Cell area per tile:
Scale bar: 50 um. The die is cut into 18 by 18 equal tiles; dark blue is low, red is high, 0 to 100% covered.
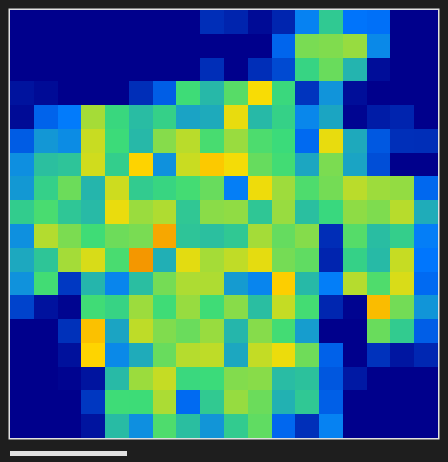
Track usage over the die:
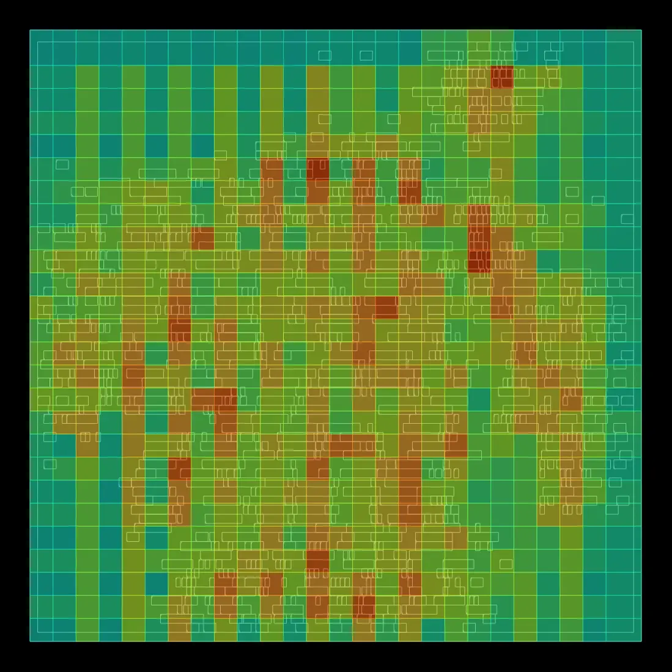
Placement by cell class:
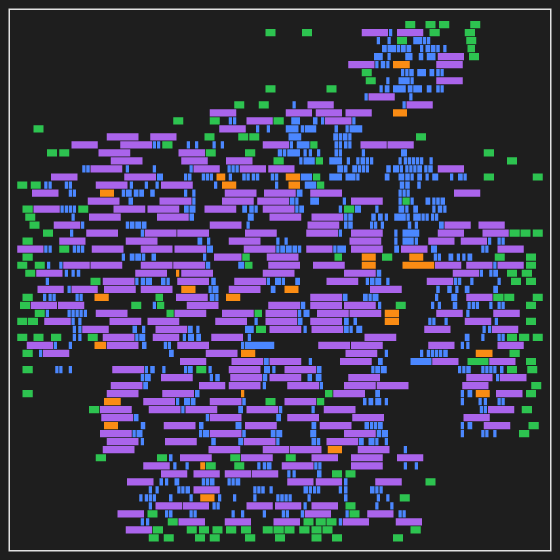
==> config.mk <==
export PLATFORM = sky130hd
export DESIGN_NAME = stack_down_pkt_router
export DESIGN_NICKNAME = d
export VERILOG_FILES = /design/src/rtl/stack_down_pkt_router_pkg.sv /design/src/rtl/stack_down_fifo.sv /design/src/rtl/stack_down_pkt_router.sv
export SDC_FILE = /design/constraint.sdc
export NUM_CORES = 1
export LEC_CHECK = 0
export ABC_AREA = 1
export CAP_MARGIN = 0
export CORE_MARGIN = 2
export CORE_UTILIZATION = 30
export CTS_BUF_LIST = sky130_fd_sc_hd__clkbuf_8
export CTS_CLUSTER_DIAMETER = 80
export CTS_CLUSTER_SIZE = 25
export DETAILED_ROUTE_END_ITERATION = 8
export PLACE_DENSITY_LB_ADDON = 0.3
export REMOVE_ABC_BUFFERS = 1
export SETUP_SLACK_MARGIN = 0.02
export SLEW_MARGIN = 20
export SYNTH_ARGS = -nofsm -noshare
export SYNTH_HDL_FRONTEND = slang
export SYNTH_SLANG_ARGS = --single-unit
export TNS_END_PERCENT = 50
==> constraint.sdc <==
create_clock -name clk -period 3.3 [get_ports clk]
set_clock_uncertainty 0.15 [all_clocks]
set_input_delay 0.33 -clock clk [delete_from_list [all_inputs] [get_ports clk]]
set_output_delay 0.33 -clock clk [all_outputs]
set_load 0.02 [all_outputs]
==> results.cfg <==
; implementation run metrics
[status]
status = finished, final reports clean

[placement]
place_hpwl_um = 14920

[synth]
synth_flop_count = 243
yosys.area.top_type = edfxtp_1
synth_cell_type_count = 33
synthAoiAreaFrac_pct = 7.410
ff_type = edfxtp_1
top_cell = nand2_1
synth.cell_area_um2 = 9624
ys_warn_count = 0

[setup_path]
cp-start-kind = register
path_cells = buf_4 > nand2_1 > nand3_1 > nand2_1 > nand2_2 > nand3_2 > nand2_1 > nand2_1 > nand2_1 > nand2_1 > nor2_1 > nand2_1
cp_max_fo = 38
worst-path-buf-inv = 1
cp_data_arrival_time_ns = 2.76

[clock_tree]
cts_resized = 0
postCtsHoldBufs = 1
root_buffer = clkbuf_8

[detailed_routing]
wl_met3_um = 903
drt_wl_total_um = 23450

[cells_and_area]
clock_area_share_pct = 3.132
n_all_inverters = 29
sh_comb_area_pct = 21.93
largest_reg_flops = 136

[final_timing]
max_slew_margin_pct = 36.73
finalMaxSlewViolations = 0
tightest_slew_ns = 0.9490

[grt]
grt_overflow = 0
grt_pass1_vias = 6351

[pwr]
vdd_drop_max_v = 0.0003585
p_total_uw = 10770
p_sw_share_pct = 40.51
p_per_area_nw_per_um2 = 911.0
p_clk_uw = 1690

[floorplanning]
fp_util_pct = 30.50
Notes on 'cell area per tile' above:
23% of the tiles are nearly empty. The fullest tile reaches 83%. The mean over all tiles is 34%. 2.5% of the tiles are over 75% full. The densest ninth of the die: middle.
post-layout util: 37.47%
core area: 31,560 um2

Notes on 'track usage over the die' above:
routed length per placed instance: 16.59 um
M1 GR Usage: 19.45%
grt peak-use layer: met2
GR Util All Layers: 14.07%
met2 usage: 23.71%

Notes on 'placement by cell class' above:
Key: orange = clock drivers and dummy loads [cells 28, share of their area 3.3%]; blue = remaining logic cells [cells 589, share of their area 24%]; green = remaining buffers and delay cells [cells 151, share of their area 13%]; purple = sequential cells [cells 243, share of their area 60%]
Seq area share: 57.19%
post-route design area: 11,830 um2
FP Rows: 65

